run_1/logic_types.png
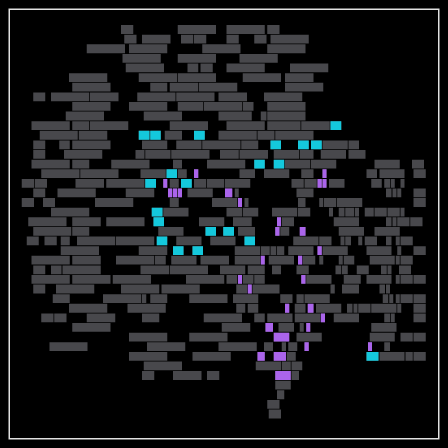
run_1/detail.png
The bar under the picture is 5 µm long. Region (51, 75) to (71, 95) µm. Cells in gray, sequential cells in the stronger gray; small squares are vias.
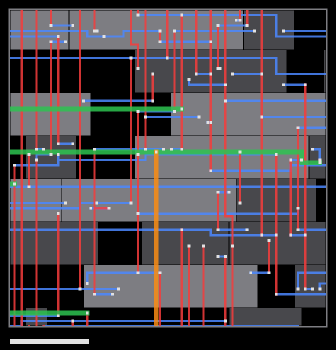
run_1/io_placement.png
The bar under the picture is 20 µm long. Pins as bars across the die edge, other pins in gray.
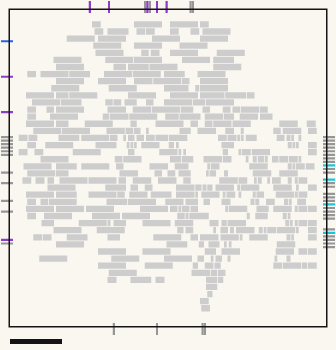
run_1/metal_density.png
24 x 24 tiles, from white (low) to dark blue (high), scaled to the fullest tile. Values are wire area over tile area, all layers added.
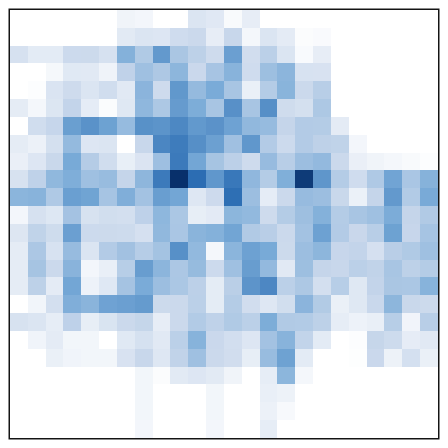
<file path="config.mk">
export PLATFORM = sky130hd
export DESIGN_NAME = alu_cmd_serializer
export DESIGN_NICKNAME = d
export VERILOG_FILES = /design/src/rtl/alu_cmd_pkg.sv /design/src/rtl/alu_cmd_fifo.sv /design/src/rtl/alu_cmd_serializer.sv
export SDC_FILE = /design/constraint.sdc
export NUM_CORES = 1
export LEC_CHECK = 0
export CORE_MARGIN = 3
export CORE_UTILIZATION = 36
export CTS_BUF_LIST = sky130_fd_sc_hd__clkbuf_8
export CTS_CLUSTER_SIZE = 20
export DETAILED_ROUTE_END_ITERATION = 12
export SYNTH_ARGS = -nofsm -noshare
export SYNTH_HDL_FRONTEND = slang
export SYNTH_SLANG_ARGS = --single-unit
</file>
<file path="constraint.sdc">
create_clock -name clock_i -period 3 [get_ports clock_i]
set_clock_uncertainty 0.15 [all_clocks]
set_input_delay 0.6 -clock clock_i [delete_from_list [all_inputs] [get_ports clock_i]]
set_output_delay 0.6 -clock clock_i [all_outputs]
set_load 0.02 [all_outputs]
</file>
<file path="src/rtl/alu_cmd_pkg.sv">
// Shared opcode/phase constants and command layout for the ALU command serializer.
package alu_cmd_pkg;

  localparam int unsigned CmdDataW = 8;

  localparam logic [3:0] OP_ADD = 4'd0;
  localparam logic [3:0] OP_SUB = 4'd1;
  localparam logic [3:0] OP_AND = 4'd2;
  localparam logic [3:0] OP_OR  = 4'd3;

  localparam logic [1:0] PH_OP  = 2'd0;
  localparam logic [1:0] PH_A   = 2'd1;
  localparam logic [1:0] PH_B   = 2'd2;
  localparam logic [1:0] PH_RES = 2'd3;

  typedef struct packed {
    logic [3:0]          op;
    logic [CmdDataW-1:0] a;
    logic [CmdDataW-1:0] b;
  } cmd_t;

  function automatic logic op_is_legal(input logic [3:0] op);
    return op <= OP_OR;
  endfunction

endpackage

</file>
<file path="src/rtl/alu_cmd_fifo.sv">
// Synchronous command FIFO with count-based full/empty; Depth must be a power of two.
module alu_cmd_fifo #(
  parameter int unsigned Depth = 4,
  parameter int unsigned Width = 20
) (
  input  logic             clk_i,
  input  logic             rst_i,
  input  logic             push_i,
  input  logic [Width-1:0] wdata_i,
  input  logic             pop_i,
  output logic [Width-1:0] rdata_o,
  output logic             full_o,
  output logic             empty_o
);

  localparam int unsigned PtrW = $clog2(Depth);
  localparam int unsigned CntW = $clog2(Depth + 1);

  logic [Width-1:0] mem_q [Depth];
  logic [PtrW-1:0]  wptr_q, wptr_d, rptr_q, rptr_d;
  logic [CntW-1:0]  count_q, count_d;
  logic             push_ok, pop_ok;

  assign full_o  = (count_q == CntW'(Depth));
  assign empty_o = (count_q == '0);
  assign push_ok = push_i && !full_o;
  assign pop_ok  = pop_i && !empty_o;
  assign rdata_o = mem_q[rptr_q];

  always_comb begin
    wptr_d  = wptr_q + PtrW'(push_ok);
    rptr_d  = rptr_q + PtrW'(pop_ok);
    count_d = count_q + CntW'(push_ok) - CntW'(pop_ok);
  end

  always_ff @(posedge clk_i) begin
    if (rst_i) begin
      wptr_q  <= '0;
      rptr_q  <= '0;
      count_q <= '0;
    end else begin
      wptr_q  <= wptr_d;
      rptr_q  <= rptr_d;
      count_q <= count_d;
    end
  end

  // Storage needs no reset; the count gates every read.
  always_ff @(posedge clk_i) begin
    if (push_ok) begin
      mem_q[wptr_q] <= wdata_i;
    end
  end

endmodule

</file>
<file path="src/rtl/alu_cmd_serializer.sv">
// Buffers parallel ALU commands and serializes them onto the 4-slot ALU bus, capturing results.
// Optional opcode check enabled by defining ALU_CMD_OPCHECK_EN (adds res_err_o).
module alu_cmd_serializer
  import alu_cmd_pkg::*;
#(
  parameter int unsigned FIFO_DEPTH = 4,
  parameter int unsigned DATA_W     = CmdDataW
) (
  input  logic              clock_i,
  input  logic              reset_i,
  input  logic              cmd_valid_i,
  output logic              cmd_ready_o,
  input  logic [3:0]        cmd_op_i,
  input  logic [DATA_W-1:0] cmd_a_i,
  input  logic [DATA_W-1:0] cmd_b_i,
  output logic [DATA_W-1:0] alu_in_o,
  output logic              frame_start_o,
  input  logic [DATA_W-1:0] alu_out_i,
  output logic              res_valid_o,
  input  logic              res_ready_i,
  output logic [DATA_W-1:0] res_data_o,
  output logic [3:0]        res_op_o,
  output logic              res_overrun_o
`ifdef ALU_CMD_OPCHECK_EN
  ,
  output logic              res_err_o
`endif
);

  localparam int unsigned CmdW = 4 + 2 * DATA_W;

  logic [CmdW-1:0]   fifo_rdata;
  logic              fifo_full, fifo_empty, push, pop, head_bad, capture;
  logic [3:0]        head_op;
  logic [DATA_W-1:0] head_a, head_b;

  logic [1:0]        phase_q, phase_d;
  logic              frame_busy_q, frame_busy_d, frame_bad_q, frame_bad_d;
  logic [3:0]        frame_op_q, frame_op_d, prev_op_q, prev_op_d;
  logic [DATA_W-1:0] frame_a_q, frame_a_d, frame_b_q, frame_b_d;
  logic              pending_q, pending_d, prev_bad_q, prev_bad_d;
  logic              res_valid_q, res_valid_d, res_overrun_q, res_overrun_d;
  logic [DATA_W-1:0] res_data_q, res_data_d;
  logic [3:0]        res_op_q, res_op_d;
  logic              res_err_q, res_err_d;

  assign push = cmd_valid_i && !fifo_full;
  assign pop  = (phase_q == PH_RES) && !fifo_empty;

  alu_cmd_fifo #(
    .Depth (FIFO_DEPTH),
    .Width (CmdW)
  ) u_fifo (
    .clk_i   (clock_i),
    .rst_i   (reset_i),
    .push_i  (push),
    .wdata_i ({cmd_op_i, cmd_a_i, cmd_b_i}),
    .pop_i   (pop),
    .rdata_o (fifo_rdata),
    .full_o  (fifo_full),
    .empty_o (fifo_empty)
  );

  assign head_op = fifo_rdata[CmdW-1 -: 4];
  assign head_a  = fifo_rdata[2*DATA_W-1 -: DATA_W];
  assign head_b  = fifo_rdata[DATA_W-1:0];

`ifdef ALU_CMD_OPCHECK_EN
  assign head_bad  = !op_is_legal(head_op);
  assign res_err_o = res_err_q;
`else
  assign head_bad  = 1'b0;
`endif

  always_comb begin
    phase_d       = phase_q + 2'd1;
    frame_busy_d  = frame_busy_q;
    frame_bad_d   = frame_bad_q;
    frame_op_d    = frame_op_q;
    frame_a_d     = frame_a_q;
    frame_b_d     = frame_b_q;
    pending_d     = pending_q;
    prev_op_d     = prev_op_q;
    prev_bad_d    = prev_bad_q;
    res_valid_d   = res_valid_q;
    res_data_d    = res_data_q;
    res_op_d      = res_op_q;
    res_overrun_d = res_overrun_q;
    res_err_d     = res_err_q;
    capture       = (phase_q == PH_OP) && pending_q;

    // Edge into phase 0: hand the ending frame to the result stage and load the next one.
    if (phase_q == PH_RES) begin
      pending_d    = frame_busy_q;
      prev_op_d    = frame_op_q;
      prev_bad_d   = frame_bad_q;
      frame_busy_d = pop;
      frame_bad_d  = pop && head_bad;
      frame_op_d   = pop ? head_op : '0;
      frame_a_d    = (pop && !head_bad) ? head_a : '0;
      frame_b_d    = (pop && !head_bad) ? head_b : '0;
    end

    if (capture) begin
      pending_d     = 1'b0;
      res_valid_d   = 1'b1;
      res_data_d    = prev_bad_q ? '0 : alu_out_i;
      res_op_d      = prev_op_q;
      res_err_d     = prev_bad_q;
      res_overrun_d = res_overrun_q || (res_valid_q && !res_ready_i);
    end else if (res_valid_q && res_ready_i) begin
      res_valid_d = 1'b0;
      res_err_d   = 1'b0;
    end
  end

  always_ff @(posedge clock_i) begin
    if (reset_i) begin
      phase_q       <= PH_OP;
      frame_busy_q  <= 1'b0;
      frame_bad_q   <= 1'b0;
      frame_op_q    <= '0;
      frame_a_q     <= '0;
      frame_b_q     <= '0;
      pending_q     <= 1'b0;
      prev_op_q     <= '0;
      prev_bad_q    <= 1'b0;
      res_valid_q   <= 1'b0;
      res_data_q    <= '0;
      res_op_q      <= '0;
      res_overrun_q <= 1'b0;
      res_err_q     <= 1'b0;
    end else begin
      phase_q       <= phase_d;
      frame_busy_q  <= frame_busy_d;
      frame_bad_q   <= frame_bad_d;
      frame_op_q    <= frame_op_d;
      frame_a_q     <= frame_a_d;
      frame_b_q     <= frame_b_d;
      pending_q     <= pending_d;
      prev_op_q     <= prev_op_d;
      prev_bad_q    <= prev_bad_d;
      res_valid_q   <= res_valid_d;
      res_data_q    <= res_data_d;
      res_op_q      <= res_op_d;
      res_overrun_q <= res_overrun_d;
      res_err_q     <= res_err_d;
    end
  end

  // Idle and rejected frames hold a zeroed a/b and are masked in the op slot.
  always_comb begin
    alu_in_o = '0;
    if (!frame_bad_q) begin
      case (phase_q)
        PH_OP:   alu_in_o = {{(DATA_W-4){1'b0}}, frame_op_q};
        PH_A:    alu_in_o = frame_a_q;
        PH_B:    alu_in_o = frame_b_q;
        default: alu_in_o = '0;
      endcase
    end
  end

  assign cmd_ready_o   = !fifo_full;
  assign frame_start_o = (phase_q == PH_OP);
  assign res_valid_o   = res_valid_q;
  assign res_data_o    = res_data_q;
  assign res_op_o      = res_op_q;
  assign res_overrun_o = res_overrun_q;

endmodule

</file>
==> summary.txt, run 1 <==
This memo summarizes the results of the implementation run.

Layout
For the completed layout, the total cell area is recorded as approximately 0.0059 mm². The number of filler instances in the final layout is about 1100. Summing all multi-input logic gate instances after layout gives 0.00131 mm². After the last flow step, the layout net total stands at ~400. The non-clock buffer total of the final layout is 66. Non-clock buffers make up a little over a tenth of the layout cell area.

The flip-flop count of the largest register, all copies and words added is roughly 80. The fraction of area in clock buffers and inverters is 6.67%. The layout overhead on the synthesized area is 24.7%. The dominant kind of cell is flip-flops and latches. The utilization after layout is between 40 and 50%. The final antenna diode count is 0.

Per the cell usage report, the commonest logic cells after layout are sky130_fd_sc_hd__edfxtp_1 (80), sky130_fd_sc_hd__clkdlybuf4s50_1 (51), sky130_fd_sc_hd__dfxtp_1 (49), sky130_fd_sc_hd__nand2_1 (25), sky130_fd_sc_hd__nor2_1 (22). The share of cells above drive strength 1 is 18.1%. The flip-flop and latch area is 0.00338 mm².

The largest register by flop count is u_fifo.mem_q. The layout report gives the multi-input gate share of total cell area as 22.0%. The flop count is between 100 and 150. According to the cell report, the number of logic gates is about 150. Clock buffers in the final layout number 17. The sequential share of cell area is 56.9%.

Placement
Before CTS, the worst setup slack after placement is about 0.47 ns. In the placement report, post-DP HPWL is listed as ~6 mm. Per the placement report, the placed cell count is about 520. Detailed placement reports a standard cell area of between 0.005 and 0.006 mm².

Critical path
Data on the critical path arrives at its endpoint at ~2.1 ns. In this run the register-to-register setup slack is about 0.81 ns. Among all stages on the critical path, the largest delay is contributed by sky130_fd_sc_hd__clkdlybuf4s50_1. The worst setup path is launched from a register. In this run the critical register-to-register path is captured at u_fifo.count_q[2]. The timing report gives the biggest stage delay along the critical path as 0.65 ns. The kind of end point of the critical path is an output pin. According to the timing report, the critical path is captured at alu_in_o[5]. Per the OpenROAD timing report, the critical path contains 5 cells. Max fanout on the critical path was recorded as 8. The timing report notes that buffer and inverter cells on the critical path total 2.

The kind of critical path is register to output pin. For reference, the critical path cell chain is inv_1 -> ha_2 -> a22oi_1 -> nor2_1 -> clkdlybuf4s50_1. Per the timing report, the most critical flop-to-flop path originates at phase_q[0]. For the worst setup path, the data required time is roughly 2.3 ns.

Run
Per the run summary, max-cap violations total 0. OpenROAD emitted warnings numbering 30.

Synthesis
The synthesis-stage register bit count is 129. Before any placement, the netlist area is recorded as roughly 0.0048 mm². Multiplexer cells account for 10.9% of the synthesized area.

The average instance in the mapped netlist occupies 16.2 µm². The cell type with the largest total area after synthesis is sky130_fd_sc_hd__edfxtp_1. In this run, the synthesized area fraction spent on adder and majority cells is recorded as between 2 and 2.5%. The chip area estimate from yosys synthesis is roughly 0.0048 mm².

Yosys mapped a number of flops with a built-in enable equal to around 80. The synthesis report names the predominant flop master as sky130_fd_sc_hd__edfxtp_1. The number of cells produced by synthesis is around 300.

The post-synthesis share of cell area spent on and-or and or-and gates is 7.45%. The Yosys step of the flow raised 0 warnings. For this run, the register share of the synthesized area comes to 70.9%. Ranked by total cell area, the synthesized netlist is headed by sky130_fd_sc_hd__edfxtp_1 (50%), sky130_fd_sc_hd__dfxtp_1 (21%), sky130_fd_sc_hd__mux4_2 (8.5%). Grouping non-sequential cells by family puts the most area in multiplexers. Sorting the synthesized cells by how often they occur yields sky130_fd_sc_hd__edfxtp_1 (80), sky130_fd_sc_hd__dfxtp_1 (49), sky130_fd_sc_hd__nand2_1 (25). The cell with the most instances after synthesis is sky130_fd_sc_hd__edfxtp_1. The number of library cell types mapped by synthesis is 31.

The synthesized-area fraction occupied by xor and xnor cells is 0.734%. The synthesis report gives the async set-or-reset register share as 0%. The area fraction in and, or, nand and nor cells is 5.69%.

Drt
Nets still carrying antenna violations after routing amount to 0. The via total after detailed routing is 2698. The highest layer touched by signal routing is met4.

The residual DRC count is 0. In the routed layout, each cell is associated on average with a via count of roughly 4.9. Per the log, the first TritonRoute iteration ended with a DRC count of approximately 190. The first detailed-routing pass ran for 7 iterations. The routed wire length on met2 is ~4.3 mm. The detailed router reports a met3 wire length of a little under 600 µm.

Timing
The most critical hold endpoint after final layout shows a slack of just over 0.3 ns. The final setup slack of the worst path is between 0.1 and 0.15 ns. For this run, the top clock speed supported by timing is 349 MHz. The max-slew check reports its worst relative slack as a little over three fifths.

The final report lists the setup-violating endpoint count as 0. In the finished design, the share of the clock period the worst path needs comes to a little over nine tenths. Setup repair after global routing left no endpoint under its margin. The max-slew violation count is 0.

The accumulated negative setup slack is 0 ns.

Power
The power drawn by the combinational cells is approximately 430 µW. Combinational logic is responsible for around a tenth of the overall power. The fraction of power spent switching nets is between 20% and 30%. The static leakage is 0.00203 µW. The group drawing the most power is registers.

The power density over the cells is roughly 670 mW/mm². The portion of total power attributed to sequential cells is 53.2%. The power report lists cell-internal power as approximately 3000 µW. In this run, power in the clock network comes to between 1000 and 1500 µW. The net switching power in the latest report is 997 µW.

The clock network fraction of design power is between 30 and 40%. Sequential cells consume a total of roughly 2100 µW.

Floorplanning
In this run the core area contains just over 40 standard-cell rows. The top-level I/O count is 56. The die area is approximately 0.015 mm². The initial standard-cell utilization of the core is a little under two fifths. The design received a total of ~170 well taps at floorplan.

Global routing
The via count of the first global-routing pass is 2694. The initial antenna violation count is 0. Per the GRT log, the top usage layer is met2. The met2 track demand over resource in global routing is about a fifth.

The total overflow left after global routing is 0. The first global-routing pass estimated 14.2 mm of wire. On met3, the global router reports a usage of roughly 4.6%. The met1 routing resource usage after global routing is between 10% and 20%.

CTS
In this run, CTS created clock tree buffers numbering 17. The clock slew at the register clock pins of the worst setup and hold paths is about 0.080 ns. The report lists the number of cells resized after CTS as 3. The CTS log lists the clock sinks for this run as between 100 and 150. The clock latency on the worst-skew pair is about 0.43 ns.

The number of hold buffers added after CTS was 0. The maximum number of buffers from clock root to sink is 2. The TritonCTS clock tree is done. The total setup buffers inserted after CTS is 0. Looking at the clock tree report, the root buffer type is sky130_fd_sc_hd__clkbuf_8.

CTS built an H-tree with a depth of 4.

Min path
The worst hold path startpoint is res_op_o[3]. The count of cells along the worst hold path is 2. The path type of the worst min-delay path is register to register.

Outcome
The flow ran to the end, and the final reports show no timing, DRC or antenna violations.
Back to the opening pictures, logic_types.png:
NOR gates: marked purple, cells 30, most used nor2_1. AND-OR and OR-AND gates: marked cyan, cells 21, most used a22o_1.
post-route non-filler standard cell count: 548
most numerous logic cell after layout: sky130_fd_sc_hd__edfxtp_1

Back to the opening pictures, detail.png:
metal 3: marked green. metal 4: marked orange. metal 1: marked blue. metal 2: marked red.
14 logic cells have their middle in the window. Sequential cells in the window: 6. Most frequent: edfxtp_1 (5), a22o_1 (2). Netlist names of flops here include u_fifo.mem_q (5), frame_b_q (1).

Back to the opening pictures, io_placement.png:
cmd_b_i: marked purple, pins 8, direction input, edge 5 north, 3 west. clock_i: marked blue, pins 1, direction input, edge west. res_op_o: marked cyan, pins 4, direction output, edge east.
All pins by edge: 28 east, 15 west, 9 north, 4 south.
Die Width: 121 µm
overall die height: 121 µm
count of input and output buffers: 55

Back to the opening pictures, metal_density.png:
The mean over all tiles is 0.10. 27% of the tiles are nearly empty. The fullest tile reaches 0.47.
wire length per cell after detailed routing: 16.7 µm
GR Util All Layers: 13.1%
Routed WL: 9.18 mm

==> run 2: changes to the inputs <==
--- a/config.mk
+++ b/config.mk
@@ -5,7 +5,6 @@
 export SDC_FILE = /design/constraint.sdc
 export NUM_CORES = 1
 export LEC_CHECK = 0
-export CORE_MARGIN = 3
 export CORE_UTILIZATION = 36
 export CTS_BUF_LIST = sky130_fd_sc_hd__clkbuf_8
 export CTS_CLUSTER_SIZE = 20
run_2/clocks.png
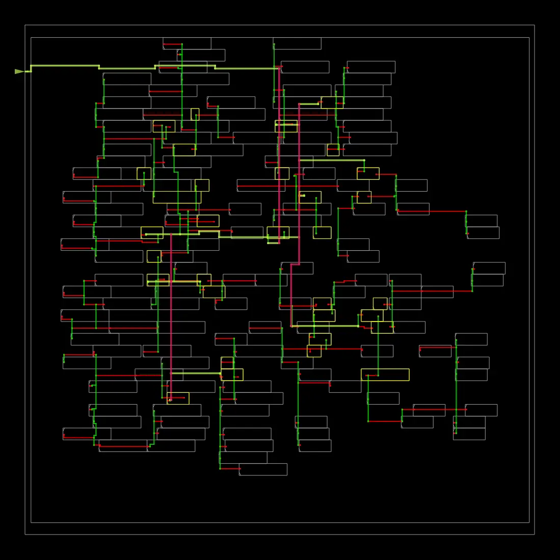
Num CTS Buffers: 17
clock latency on the worst-skew pair: 0.43 ns
number of flip-flops and latches: 129
clock group power: 1480 µW
# clock sinks: 129

run_2/logic_types.png
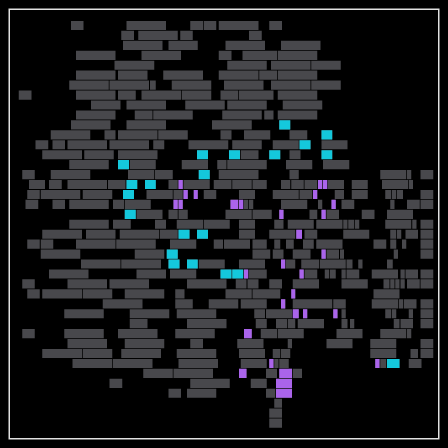
AND-OR and OR-AND gates: marked cyan, cells 21, most used a22o_1. NOR gates: marked purple, cells 30, most used nor2_1.
combinational share of cell area: 21.9%

run_2/io_placement.png
The bar under the picture is 20 µm long. Pins as bars across the die edge, other pins in gray.
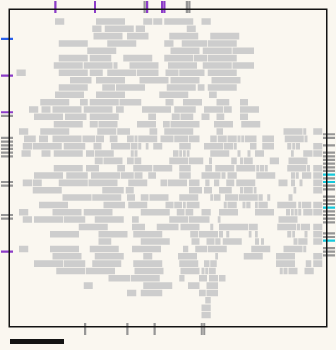
clock_i: marked blue, pins 1, direction input, edge west. res_op_o: marked cyan, pins 4, direction output, edge east. cmd_b_i: marked purple, pins 8, direction input, edge 5 north, 3 west.
Die Width: 117 µm
overall die height: 117 µm

==> run 2 against run 1 <==
Area after synthesis stayed put. Combinational power is 1% higher. Sequential cell count stayed put. Clock-buffer cell count stayed put. Routed wire length is 6.6% lower. Sequential share of layout area is 0.20 points lower. Critical path depth stayed put. Synthesized cell count stayed put. Core utilization is 0.17 points higher. Non-clock buffer count stayed put. Die size is 6.5% lower. Highest routed layer unchanged.
==> summary.txt, run 2 <==
This memo summarizes the results of the implementation run.

Outcome
The flow ran to the end, and the final reports show no timing, DRC or antenna violations.

Global routing
The global route stage reports its total congestion overflow as 0. Routing resource usage on met2 recorded by global route was between 20% and 30%. The initial antenna violation count is 0. The first global-routing pass estimated roughly 13 mm of wire.

The global-route usage over all layers is between 10% and 20%. The highest-utilization routing layer at the global route stage is met2.

Layout
Summing all multi-input logic gate instances after layout gives 0.00131 mm². The register with the most flip-flops in the layout has about 80 of them. u_fifo.mem_q holds more flip-flops than any other register. The flip-flop and latch area is between 0.003 and 0.004 mm². The post-route utilization of the core is recorded as a little under half. After layout the signal buffers, clock cells excluded, come to a little over a tenth of cell area.

The number of multi-input logic gates is 145. Measured on the final layout, the clock distribution area share stands at slightly below 7%. Of the total standard cell area in the layout, the sequential portion is a little under three fifths. The non-clock buffer total of the final layout is roughly 66. The finished design was reported to have a net count of slightly above 400.

Critical path
The worst reg2reg path endpoint is u_fifo.count_q[2]. The peak fanout along the critical path is 8. The library cell contributing the largest single delay on the critical path is sky130_fd_sc_hd__clkdlybuf4s50_1. The logic depth of the worst path, buffers included is 5. The data arrival time reported for the critical path is between 2 and 2.5 ns. By startpoint and endpoint, the worst setup path is classified as register to output pin.

Floorplanning
The initial standard-cell utilization of the core is between 30% and 40%. In this run the count of I/O pins placed on the die edge is 56. The number of standard-cell rows in the floorplan is ~41.

The flow inserted around 170 tap cells.

CTS
TritonCTS built the clock tree. The quantity of gates resized following cts is 0. The total setup buffers inserted after CTS is 0.

After clock tree synthesis, the clock-pin slew on the worst setup and hold paths is around 0.080 ns.

Drt
The highest metal layer carrying signal wires in the routed design is met4. After detailed routing, the average wire length per cell comes to 15.6 µm. The routed length on met3 is roughly 460 µm.

The first detailed-routing pass ran for 5 iterations. After the first detailed-routing iteration, the DRC count stood at about 150. The vias per cell is 4.84. The residual DRC count is 0. The count of nets left with antenna violations after detail routing is 0.

Power
The sequential power is about 2100 µW. The power density over the cells is 675 mW/mm². The combinational cell fraction of total power is 10.7%. In the power breakdown, the biggest contributor is registers. The static leakage is 0.00207 µW.

The clock network fraction of design power is between 30% and 40%. The power report attributes to the sequential group a share of around 53%. The power drawn by the combinational cells is about 430 µW.

Synthesis
In the synthesized netlist, the cells that appear most often are sky130_fd_sc_hd__edfxtp_1 (80), sky130_fd_sc_hd__dfxtp_1 (49), sky130_fd_sc_hd__nand2_1 (25). In this run, the synthesized area fraction spent on AND-OR/OR-AND gates is recorded as under 10%. The mean post-synth cell area is roughly 16 µm².

Before any placement, the netlist area is recorded as ~0.0048 mm². The synthesis-stage register bit count is approximately 130. The number of enable-type register cells in the synthesized netlist is around 80. For reference, XOR and XNOR gates occupy less than 1% of the area reported after synthesis. The area fraction in and, or, nand and nor cells is 5.69%. The number of library cell types mapped by synthesis is 31. Of the total synthesized cell area, the portion taken by full adders, half adders and majority gates is ~2.3%.

Timing
The max-slew violation count is 0. Setup repair after global routing left no endpoint under its margin. The worst-case hold slack is 0.300 ns.

The accumulated negative setup slack is 0 ns.

Placement
Counting tap cells, the placed design contains a total of between 500 and 600 instances. The placed standard-cell area is roughly 0.0055 mm². The final HPWL from detailed placement is ~5.6 mm.

Min path
The worst hold path startpoint is prev_op_q[2]. The count of cells along the worst hold path is 2.

Run
The OpenROAD warning count is 30. The tool flagged a number of max-cap violations equal to 0.
==> run 3: changes to the inputs <==
--- a/config.mk
+++ b/config.mk
@@ -6,7 +6,7 @@
 export NUM_CORES = 1
 export LEC_CHECK = 0
 export CORE_UTILIZATION = 36
-export CTS_BUF_LIST = sky130_fd_sc_hd__clkbuf_8
+export CTS_BUF_LIST = sky130_fd_sc_hd__clkbuf_4 sky130_fd_sc_hd__clkbuf_8
 export CTS_CLUSTER_SIZE = 20
 export DETAILED_ROUTE_END_ITERATION = 12
 export SYNTH_ARGS = -nofsm -noshare
run_3/detail.png
The bar under the picture is 5 µm long. Region (49, 72) to (69, 92) µm. Cells in gray, sequential cells in the stronger gray; small squares are vias.
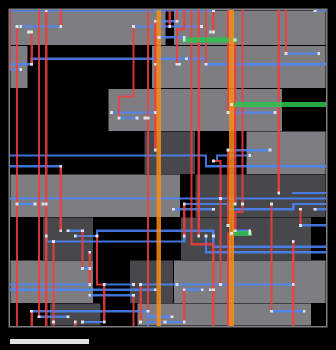
metal 3: marked green. metal 1: marked blue. metal 4: marked orange. metal 2: marked red.
Sequential cells in the window: 9. Netlist names of flops here include u_fifo.mem_q (7). Most frequent: edfxtp_1 (7), a22o_1 (3), dfxtp_1 (2). 16 logic cells have their middle in the window.

run_3/io_placement.png
The bar under the picture is 20 µm long. Pins as bars across the die edge, other pins in gray.
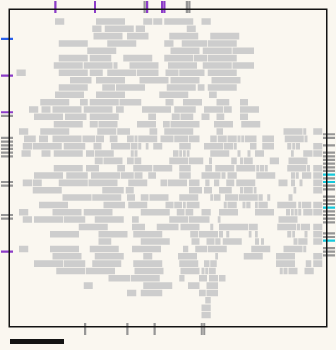
res_op_o: marked cyan, pins 4, direction output, edge east. clock_i: marked blue, pins 1, direction input, edge west. cmd_b_i: marked purple, pins 8, direction input, edge 5 north, 3 west.
All pins by edge: 28 east, 15 west, 8 north, 5 south.

run_3/metal_density.png
23 x 23 tiles, from white (low) to dark blue (high), scaled to the fullest tile. Values are wire area over tile area, all layers added.
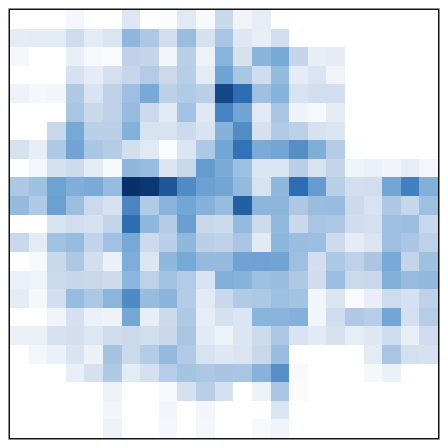
The fullest tile reaches 0.47. 26% of the tiles are nearly empty. 7.9% of the tiles are over half the peak. The densest ninth of the die: center. The mean over all tiles is 0.098.
GR Util All Layers: 13.9%
wire length per cell after detailed routing: 15.6 µm
Routed WL: 8.57 mm
Via Count: 2655

==> run 3 against run 2 <==
Final area unchanged. Non-clock buffer count unchanged. Routed wire length unchanged. Die size unchanged. Worst hold slack unchanged. Sequential share of layout area unchanged. Sequential power about the same. Global-route usage unchanged. Combinational power about the same.
==> summary.txt, run 3 <==
This memo summarizes the results of the implementation run.

Power
The reported net switching power is approximately 1000 µW. The internal portion of total power is a little over 3000 µW. Per the OpenROAD power report, leakage power amounts to 0.00207 µW.

Per the breakdown, switching nets consume 25.0% of all power. Sequential power for this build is around 2100 µW. The group drawing the most power is registers. The power drawn by the combinational cells is between 400 and 500 µW. Summed over the clock group, the power is roughly 1500 µW.

The flow reports that the clock network draws 36.6% of the design power. The combinational cell fraction of total power is 10.7%. The flow reported a cell area power density of between 600 and 700 mW/mm². The share of total power dissipated in sequential elements is approximately 53%.

Layout
The final standard cell area without fillers is about 0.006 mm². The number of antenna diodes in the final layout is 0. The biggest slice of the area belongs to flip-flops and latches. The share of cells above drive strength 1 is a little under a fifth. The library cell used most frequently in the layout, excluding fill and tap cells, is sky130_fd_sc_hd__edfxtp_1.

The combinational share of cell area is 21.9%. The register with the most flip-flops in the layout has ~80 of them. After the last flow step, the layout net total stands at approximately 400. Per the cell usage report, the commonest logic cells after layout are sky130_fd_sc_hd__edfxtp_1 (80), sky130_fd_sc_hd__clkdlybuf4s50_1 (51), sky130_fd_sc_hd__dfxtp_1 (49), sky130_fd_sc_hd__nand2_1 (25), sky130_fd_sc_hd__nor2_1 (22). The area of the multi-input gates is about 0.0013 mm². Across the whole layout, storage elements make up between 50% and 60% of the cell area. The number of clock buffers in the layout is 17. Cells fill between 40% and 50% of the core in the end. The non-clock buffer total of the final layout is ~66.

The largest register by flop count is u_fifo.mem_q. The layout overhead on the synthesized area is 25.2%. The number of filler instances in the final layout is around 1100. Leaving out filler cells and counting taps, the final layout contains ~550.

The design has between 100 and 150 sequential cells. Per the layout area report, the register area comes to roughly 0.0034 mm².

CTS
The TritonCTS clock tree is done. CTS reports a maximum clock tree buffer depth of 2. The clock slew at the register clock pins of the worst setup and hold paths is 0.08 ns. The number of gates resized after CTS was 0. The clock sink total is about 130. The CTS root buffer is sky130_fd_sc_hd__clkbuf_8. The number of H-tree levels is 4. The number of clock buffers inserted by TritonCTS is 17. The clock latency on the worst-skew pair is roughly 0.43 ns.

The post-cts hold-fix buffer tally is 0. In this run the post-CTS setup repair buffer count came out at 0.

Critical path
For the worst setup path, the data required time is ~2.3 ns. Walking the worst path, the cells encountered are inv_1 -> ha_2 -> a22oi_1 -> nor2_1 -> clkdlybuf4s50_1. The kind of critical path is register to output pin.

In this run the worst path has a maximum fanout of 8. At the worst endpoint, the arrival time is 2.05 ns. Per the timing report, the most critical flop-to-flop path finishes at u_fifo.count_q[2].

The logic depth of the worst path, buffers included is 5. The internal reg-to-reg setup slack is between 0.7 and 0.8 ns. The worst setup path is launched from a register. The peak per-stage delay on the critical path is 0.64 ns.

The number of buffers and inverters on the critical path is 2.

Synthesis
In this run, distinct cell masters in the synthesized netlist total 31. The combinational family with the most area after synthesis is multiplexers. The sequential area share after synthesis is between 70% and 80%. The commonest cells after synthesis are sky130_fd_sc_hd__edfxtp_1 (80), sky130_fd_sc_hd__dfxtp_1 (49), sky130_fd_sc_hd__nand2_1 (25).

Post-synth the commonest register cell is sky130_fd_sc_hd__edfxtp_1. The synthesis report lists the Yosys warning total as 0. For this run, asynchronously set or reset flops after synthesis account for 0%. Looking at the gate-level netlist, the highest instance count belongs to sky130_fd_sc_hd__edfxtp_1. The cell-mix breakdown from Yosys lists the simple-gate area share as about 5.7%.

The summed instance area of the synthesized netlist is 0.00477 mm². The synthesis report lists the most area-consuming cells as sky130_fd_sc_hd__edfxtp_1 (50%), sky130_fd_sc_hd__dfxtp_1 (21%), sky130_fd_sc_hd__mux4_2 (8.5%). The synthesized-area fraction occupied by xor and xnor cells is less than 1%. The post-synthesis cell count from yosys is about 300. The synthesis-stage register bit count is 129.

The mean post-synth cell area is roughly 16 µm². The number of cells produced by synthesis is between 200 and 300. The post-synthesis share of cell area spent on and-or and or-and gates is under 10%.

Timing
In the final report, the number of endpoints failing setup comes to 0. The final worst-path cycle share is 93.5%. The final timing report lists a max-slew violation count of 0. The worst-case hold slack is 0.300 ns. The highest clock rate this design can be run at is 357 MHz. Setup repair after global routing left no endpoint under its margin. The final setup slack of the worst path is ~0.20 ns. Adding up every negative setup slack in the final design gives 0 ns. Across all checked pins, the minimum headroom to the slew limit is between 50 and 60%.

Global routing
The fraction of met3 tracks used by global routing is 4.07%. The met1 routing resource usage after global routing is 17.0%. The met2 track demand over resource in global routing is 22.9%.

The via count of the first global-routing pass is between 2000 and 3000. The first global-routing pass estimated 13.5 mm of wire. The highest-utilization routing layer at the global route stage is met2. The initial antenna violation count is 0.

Drt
The residual DRC count is 0. Signal routing reaches up to met4. Summed over all nets, wire length on met2 after detailed routing comes to around 4.1 mm. The detailed router reports a met3 wire length of 456 µm.

The count of nets left with antenna violations after detail routing is 0. The first detailed-routing pass took 5 iterations. After detailed routing, the number of vias per cell comes to approximately 4.8. After the first detailed-routing iteration, the DRC count stood at around 150.

Placement
Detailed placement ended at an HPWL of between 5 and 6 mm. Once placement completed, the tool counted placed cells totaling 516. The placed standard-cell area is roughly 0.0055 mm².

Floorplanning
Per the OpenROAD floorplan log, the area of the core is about 0.013 mm². The floorplan step records an initial core utilization of a little under two fifths. During tapcell insertion the tool placed about 170 well taps. The vertical extent of the die is about 120 µm.

The number of standard-cell rows in the floorplan is roughly 41.

Min path
Counting instances, the worst hold path has a depth of 2. The worst hold path belongs to the class register to register. The worst hold path startpoint is prev_op_q[2].

Run
Per the run summary, max-cap violations total 0.

Outcome
The run finished with clean final reports.
Power is estimated from default activity; no workload was simulated.
